`config.mk`:
```
export PLATFORM = sky130hd
export DESIGN_NAME = ex_muldiv_unit
export DESIGN_NICKNAME = d
export VERILOG_FILES = /design/src/rtl/rv32_pkg.sv /design/src/rtl/muldiv_core.sv /design/src/rtl/ex_muldiv_unit.sv
export SDC_FILE = /design/constraint.sdc
export NUM_CORES = 1
export LEC_CHECK = 0
export CAP_MARGIN = 20
export CORE_AREA = 2 2 287 176
export CTS_BUF_LIST = sky130_fd_sc_hd__clkbuf_2 sky130_fd_sc_hd__clkbuf_4 sky130_fd_sc_hd__clkbuf_8
export CTS_CLUSTER_DIAMETER = 40
export CTS_CLUSTER_SIZE = 14
export DETAILED_ROUTE_END_ITERATION = 10
export DIE_AREA = 0 0 289 178
export PLACE_DENSITY = 0.5
export SLEW_MARGIN = 20
export SYNTH_ARGS = -nofsm -noshare
export SYNTH_HDL_FRONTEND = slang
export SYNTH_SLANG_ARGS = --single-unit
```
`constraint.sdc`:
```
create_clock -name clk -period 4.6 [get_ports clk]
set_input_delay 1.15 -clock clk [delete_from_list [all_inputs] [get_ports clk]]
set_output_delay 1.15 -clock clk [all_outputs]
set_load 0.05 [all_outputs]
```
`src/rtl/rv32_pkg.sv`:
```
// Shared RV32 decode constants and the multiply/divide FSM state encoding.
package rv32_pkg;

   localparam logic [6:0] OPCODE_OP     = 7'b0110011;
   localparam logic [6:0] FUNCT7_MULDIV = 7'b0000001;

   localparam logic [2:0] F3_MUL    = 3'b000;
   localparam logic [2:0] F3_MULH   = 3'b001;
   localparam logic [2:0] F3_MULHSU = 3'b010;
   localparam logic [2:0] F3_MULHU  = 3'b011;
   localparam logic [2:0] F3_DIV    = 3'b100;
   localparam logic [2:0] F3_DIVU   = 3'b101;
   localparam logic [2:0] F3_REM    = 3'b110;
   localparam logic [2:0] F3_REMU   = 3'b111;

   typedef enum logic [1:0] {
      ST_IDLE = 2'd0,
      ST_CALC = 2'd1,
      ST_FIX  = 2'd2,
      ST_DONE = 2'd3
   } md_state_e;

endpackage

```
`src/rtl/muldiv_core.sv`:
```
// One iteration of the unsigned datapath: radix-2 shift-add multiply or
// restoring divide, operating on the {acc, mq} register pair.
module muldiv_core #(
   parameter int XLEN = 32
) (
   input  logic            is_div,
   input  logic [XLEN-1:0] acc,
   input  logic [XLEN-1:0] mq,
   input  logic [XLEN-1:0] b,
   output logic [XLEN-1:0] acc_next,
   output logic [XLEN-1:0] mq_next
);

   logic [XLEN-1:0] addend;
   logic [XLEN:0]   sum;
   logic [XLEN:0]   shifted;
   logic [XLEN:0]   diff;

   always_comb begin
      addend   = mq[0] ? b : '0;
      sum      = {1'b0, acc} + {1'b0, addend};
      shifted  = {acc, mq[XLEN-1]};
      diff     = shifted - {1'b0, b};
      acc_next = acc;
      mq_next  = mq;
      if (is_div) begin
         // Partial remainder stays below the divisor, so XLEN bits always hold it.
         if (!diff[XLEN]) begin
            acc_next = diff[XLEN-1:0];
            mq_next  = {mq[XLEN-2:0], 1'b1};
         end else begin
            acc_next = shifted[XLEN-1:0];
            mq_next  = {mq[XLEN-2:0], 1'b0};
         end
      end else begin
         acc_next = sum[XLEN:1];
         mq_next  = {sum[0], mq[XLEN-1:1]};
      end
   end

endmodule

```
`src/rtl/ex_muldiv_unit.sv`:
```
// Iterative RV32M multiply/divide unit for the EX stage: magnitude datapath
// with sign capture on entry, sign fix-up on exit, and a fast path for div special cases.
module ex_muldiv_unit
   import rv32_pkg::*;
#(
   parameter int XLEN  = 32,
   parameter int CNT_W = 6
) (
   input  logic            clk,
   input  logic            rst_n,
   input  logic            start,
   input  logic [2:0]      funct3,
   input  logic [XLEN-1:0] op_a,
   input  logic [XLEN-1:0] op_b,
   input  logic [4:0]      rd_in,
   input  logic            flush,
   output logic            stall_req,
   output logic            busy,
   output logic            done,
   output logic [XLEN-1:0] result,
   output logic [4:0]      done_rd
);

   localparam logic [XLEN-1:0] XMIN = {1'b1, {(XLEN-1){1'b0}}};

   md_state_e         state_q, state_d;
   logic [CNT_W-1:0]  cnt_q, cnt_d;
   logic [XLEN-1:0]   acc_q, acc_d;
   logic [XLEN-1:0]   mq_q, mq_d;
   logic [XLEN-1:0]   b_q, b_d;
   logic [2:0]        f3_q, f3_d;
   logic [4:0]        rd_q, rd_d;
   logic              sa_q, sa_d;
   logic              sb_q, sb_d;
   logic [XLEN-1:0]   result_q, result_d;
   logic [4:0]        done_rd_q, done_rd_d;

   logic              accept;
   logic              a_signed, b_signed, sa_in, sb_in;
   logic [XLEN-1:0]   abs_a, abs_b;
   logic              div_zero, div_ovf, fast;
   logic [XLEN-1:0]   fast_result;
   logic [XLEN-1:0]   core_acc, core_mq;
   logic [2*XLEN-1:0] prod, prod_fix;
   logic [XLEN-1:0]   quo_fix, rem_fix, fix_result;

   muldiv_core #(.XLEN(XLEN)) u_core (
      .is_div   (f3_q[2]),
      .acc      (acc_q),
      .mq       (mq_q),
      .b        (b_q),
      .acc_next (core_acc),
      .mq_next  (core_mq)
   );

   always_ff @(posedge clk or negedge rst_n) begin
      if (!rst_n) begin
         state_q   <= ST_IDLE;
         cnt_q     <= '0;
         acc_q     <= '0;
         mq_q      <= '0;
         b_q       <= '0;
         f3_q      <= '0;
         rd_q      <= '0;
         sa_q      <= 1'b0;
         sb_q      <= 1'b0;
         result_q  <= '0;
         done_rd_q <= '0;
      end else begin
         state_q   <= state_d;
         cnt_q     <= cnt_d;
         acc_q     <= acc_d;
         mq_q      <= mq_d;
         b_q       <= b_d;
         f3_q      <= f3_d;
         rd_q      <= rd_d;
         sa_q      <= sa_d;
         sb_q      <= sb_d;
         result_q  <= result_d;
         done_rd_q <= done_rd_d;
      end
   end

   always_comb begin
      accept      = start & ~flush & (state_q == ST_IDLE);
      a_signed    = (funct3 == F3_MULH) | (funct3 == F3_MULHSU) |
                    (funct3 == F3_DIV)  | (funct3 == F3_REM);
      b_signed    = (funct3 == F3_MULH) | (funct3 == F3_DIV) | (funct3 == F3_REM);
      sa_in       = a_signed & op_a[XLEN-1];
      sb_in       = b_signed & op_b[XLEN-1];
      abs_a       = sa_in ? -op_a : op_a;
      abs_b       = sb_in ? -op_b : op_b;
      div_zero    = funct3[2] & (op_b == '0);
      div_ovf     = ((funct3 == F3_DIV) | (funct3 == F3_REM)) &
                    (op_a == XMIN) & (op_b == '1);
      fast        = div_zero | div_ovf;
      if (div_zero) fast_result = funct3[1] ? op_a : '1;
      else          fast_result = funct3[1] ? '0 : XMIN;

      prod        = {acc_q, mq_q};
      prod_fix    = (sa_q ^ sb_q) ? -prod : prod;
      quo_fix     = (sa_q ^ sb_q) ? -mq_q : mq_q;
      rem_fix     = sa_q ? -acc_q : acc_q;
      if (f3_q[2])              fix_result = f3_q[1] ? rem_fix : quo_fix;
      else if (f3_q[1:0] == 2'b00) fix_result = prod_fix[XLEN-1:0];
      else                      fix_result = prod_fix[2*XLEN-1:XLEN];
   end

   always_comb begin
      state_d = state_q;
      unique case (state_q)
         ST_IDLE: if (accept) state_d = fast ? ST_DONE : ST_CALC;
         ST_CALC: begin
            if (flush)                            state_d = ST_IDLE;
            else if (cnt_q == CNT_W'(XLEN - 1))   state_d = ST_FIX;
         end
         ST_FIX:  state_d = flush ? ST_IDLE : ST_DONE;
         ST_DONE: state_d = ST_IDLE;
         default: state_d = ST_IDLE;
      endcase
   end

   always_comb begin
      cnt_d     = cnt_q;
      acc_d     = acc_q;
      mq_d      = mq_q;
      b_d       = b_q;
      f3_d      = f3_q;
      rd_d      = rd_q;
      sa_d      = sa_q;
      sb_d      = sb_q;
      result_d  = result_q;
      done_rd_d = done_rd_q;
      if (accept) begin
         // Multiply and divide share the load: acc cleared, mq = |a|, b = |b|.
         cnt_d = '0;
         acc_d = '0;
         mq_d  = abs_a;
         b_d   = abs_b;
         f3_d  = funct3;
         rd_d  = rd_in;
         sa_d  = sa_in;
         sb_d  = sb_in;
         if (fast) begin
            result_d  = fast_result;
            done_rd_d = rd_in;
         end
      end else if (state_q == ST_CALC && !flush) begin
         cnt_d = cnt_q + CNT_W'(1);
         acc_d = core_acc;
         mq_d  = core_mq;
      end else if (state_q == ST_FIX && !flush) begin
         result_d  = fix_result;
         done_rd_d = rd_q;
      end
   end

   always_comb begin
      stall_req = rst_n & ((start & ~flush & (state_q == ST_IDLE)) |
                           (state_q == ST_CALC) | (state_q == ST_FIX));
      busy      = (state_q != ST_IDLE);
      done      = (state_q == ST_DONE);
      result    = result_q;
      done_rd   = done_rd_q;
   end

endmodule
```
==> impl_metrics.tcl <==
# metrics dict for downstream scripts
set metrics [dict create \
    clk_share_pct 2.45 \
    synth_area_sq_um 14500 \
    hold_viol_final 0 \
    power.density_nw_per_um2 574 \
    cts_max_level 4 \
    max_stage_delay_ns 0.45 \
    syn_area_per_cell_sq_um 7.58 \
    ios 116 \
    min_path_type "input pin to asynchronous set/reset pin" \
    tightest_slew_ns 0.997 \
    rsz0062_at_grt "false" \
    die_width_um 289 \
    slew_viol_final 0 \
    nClkBuffers 19 \
    lay_top_count "nand2_1" \
    warning_count 27 \
    num_antenna_cells 0 \
    clock-root-buffer "clkbuf_8" \
    p_comb_w 0.00628 \
    ir_worst_vdd_uv 217 \
    cp-end-kind "flip-flop" \
    grt_pass1_vias 13900 \
    worstPathRequired_ns 4.98 \
    first_pass_iters 6 \
    cts_made_buffers 17 \
    fmax_ghz 0.253 \
    ant_nets 0 \
    antenna_found_initial 1 \
    drive_above_1_share_pct 7.28 \
    gp_congestion 0.947 \
    ctsHoldBuffers 0 \
    wire_per_inst_um 22.8 \
    synth_stat.cells 1912 \
    yosys_area_sq_um 14500 \
    synth_nets 2060 \
    status "finished, final reports clean" \
    fp_util_pct 29.7 \
    placed_area_sq_um 16600 \
    flops 151 \
    cts_resized 0 \
    final-nonclk-buf-share_pct 10.4 \
    final_cells 2655 \
    grt_pass1_wl_um 90300 \
    crit_chain "inv_1 -> ha_1 -> fa_1 -> nand2b_1 -> a21oi_1 -> a211oi_1 -> buf_4 -> o311ai_0 -> buf_4 -> nand2_1 -> o21ai_0 -> buf_4 -> xor2_4 -> buf_4 -> mux2i_1 -> o21ai_0" \
    grt_usage_pct 23.6 \
    arrival_ns 4.34 \
    switching_share_pct 52.9 \
    place_ws_ns 0.261 \
    cap_viol_max_count 0 \
    skew_ns 0.0245 \
    vias 14900 \
    drt_iter0_markers 1559 \
    synth-async-reset-ratio_pct 100 \
    cp_slowest_cell "dfrtp_1" \
    post_cts_buffers 0 \
    edf_count 0 \
    power_switching_w 0.00517 \
    dp_hpwl_um 47400 \
    wirelength_um 60600 \
    sh_comb_area_pct 58.9 \
    lay_top_cells "nand2_1, o21ai_0, a21oi_1, dfrtp_1, nor2_1" \
    power_w 0.00977 \
    cts.sinks 151 \
    intPower_w 0.00461 \
    die-area_sq_um 51400 \
    p_seq_share_pct 23.6 \
    logic_gates 1572 \
    grt_max_degree 100 \
    maxPowerGroup "combinational cells" \
    pg_clk_w 0.00119 \
    slew_headroom_pct 33.5 \
    largestClassByArea "logic gates" \
    ys_types 75 \
    worstSetupStartpointType "flip-flop" \
    r2r_end "acc_q[29]" \
    p_leak_nw 7.05 \
    crit_family "buffers and inverters" \
    logic_area_sq_um 10000 \
    layout_min_cycle_time_ns 3.95 \
    worstPathMaxFanout 9 \
    r2r_cells 16 \
    crit_buf_inv 5 \
    crit_path_frequent_cell "buf_4" \
    r2r_start "mq_q[31]" \
    ys_seq_share_pct 26.1 \
    clock_power_share_pct 12.2 \
    tapCellCount 650 \
    fin_setup_tns_ns 0 \
    clock.latency.late_pin_ns 0.52 \
    pwr-share-comb_pct 64.2 \
]
[cells by family (layout without fill, tap and decap cells)]
kind of cell / count (synthesis) / after routing / synth area share, %
adders and majority gates: 72 / 72 / 6.32
AOI/OAI and AO/OA: 614 / 614 / 25.4
and+or+nand+nor: 611 / 611 / 19.8
buffers and inverters: 189 / 282 / 5.03
DFF: 151 / 151 / 26.1
muxes: 66 / 66 / 4.76
xor gates and xnor gates: 209 / 209 / 12.6
[per-layer routing]
layer,track usage [%],part of all wire [%],vias up,wire [um]
li1,-,-,7013,-
met1,38.6,53,7148,31900
met2,28.7,35,668,21300
met3,7.97,12,36,6990
met4,3.26,0.77,0,465
met5,0,0,-,0
[Yosys cell counts (all sizes together), types with 8 or more instances]
master  number  area share, %
a211oi      19            1.0
a21o        25            1.3
a21oi      165            5.7
a221oi      11           0.71
a22oi       19           0.98
a31oi       18           0.78
and2         9           0.39
and3         9           0.39
buf         19           0.62
clkbuf     111            2.9
dfrtp      151             26
ha          70            6.0
inv         59            1.5
mux2        11           0.96
mux2i       55            3.8
nand2      248            6.4
nand2b      20           0.92
nand3       30            1.0
nand4       27            1.2
nor2       140            3.6
nor2b       12           0.52
nor3        39            1.3
nor4        16           0.79
o211ai      39            2.0
o21a         9           0.47
o21ai      229            7.9
o22ai        9           0.39
o31ai       22            1.1
o41ai        8           0.48
or2          8           0.35
or3         17           0.77
or4         11           0.57
xnor2       99            6.0
xor2       110            6.6
[worst max-delay path by stage]
stage                            end  slack [ns]  cells past startpoint
after floorplan           done_rd[0]        0.73                     11
after global placement    result[21]        0.29                     11
after detailed placement  done_rd[4]        0.26                     11
after CTS                  acc_q[29]        0.75                     13
after global routing       acc_q[30]        0.43                     14
final                      acc_q[29]        0.65                     16
Sequential cells grouped by signal name:
Bar = 100 um.
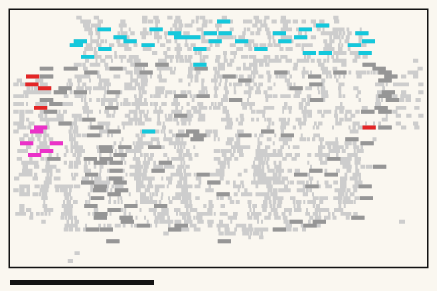
color	netlist name	flops
red	rd_q	5
cyan	mq_q	32
magenta	cnt_q	6
Seq/total area: 22.2%
seq pwr: 0.00230 W
register area: 3780 sq um

Sizing map:
Bar = 100 um.
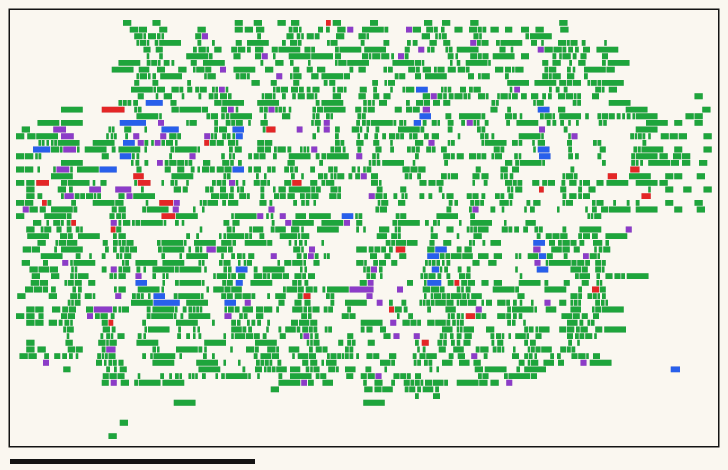
color	size	cells
purple	drive 3 to 4	90
green	drive 1 or less	1859
red	drive 2	25
blue	drive 6 and up	31
Plain + repair buffers: 191
setup ws final: 0.646 ns
Area growth syn-to-layout: 17.6%
final non-filler cell area: 17000 sq um

Cells colored by class:
Bar = 100 um.
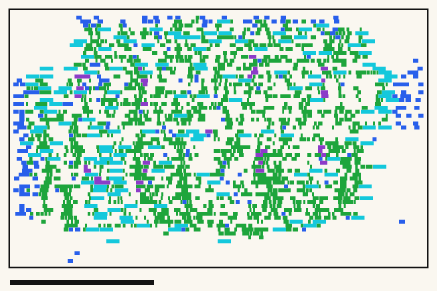
color	class	cells	share of their area
green	all other logic	1631	63%
cyan	flops	151	23%
blue	other buffers and delay cells	191	11%
purple	clock drivers and dummy loads	32	2.6%
core area: 48700 sq um
utilization after layout: 35.0%
row cnt: 63

Power is estimated from default activity; no workload was simulated.
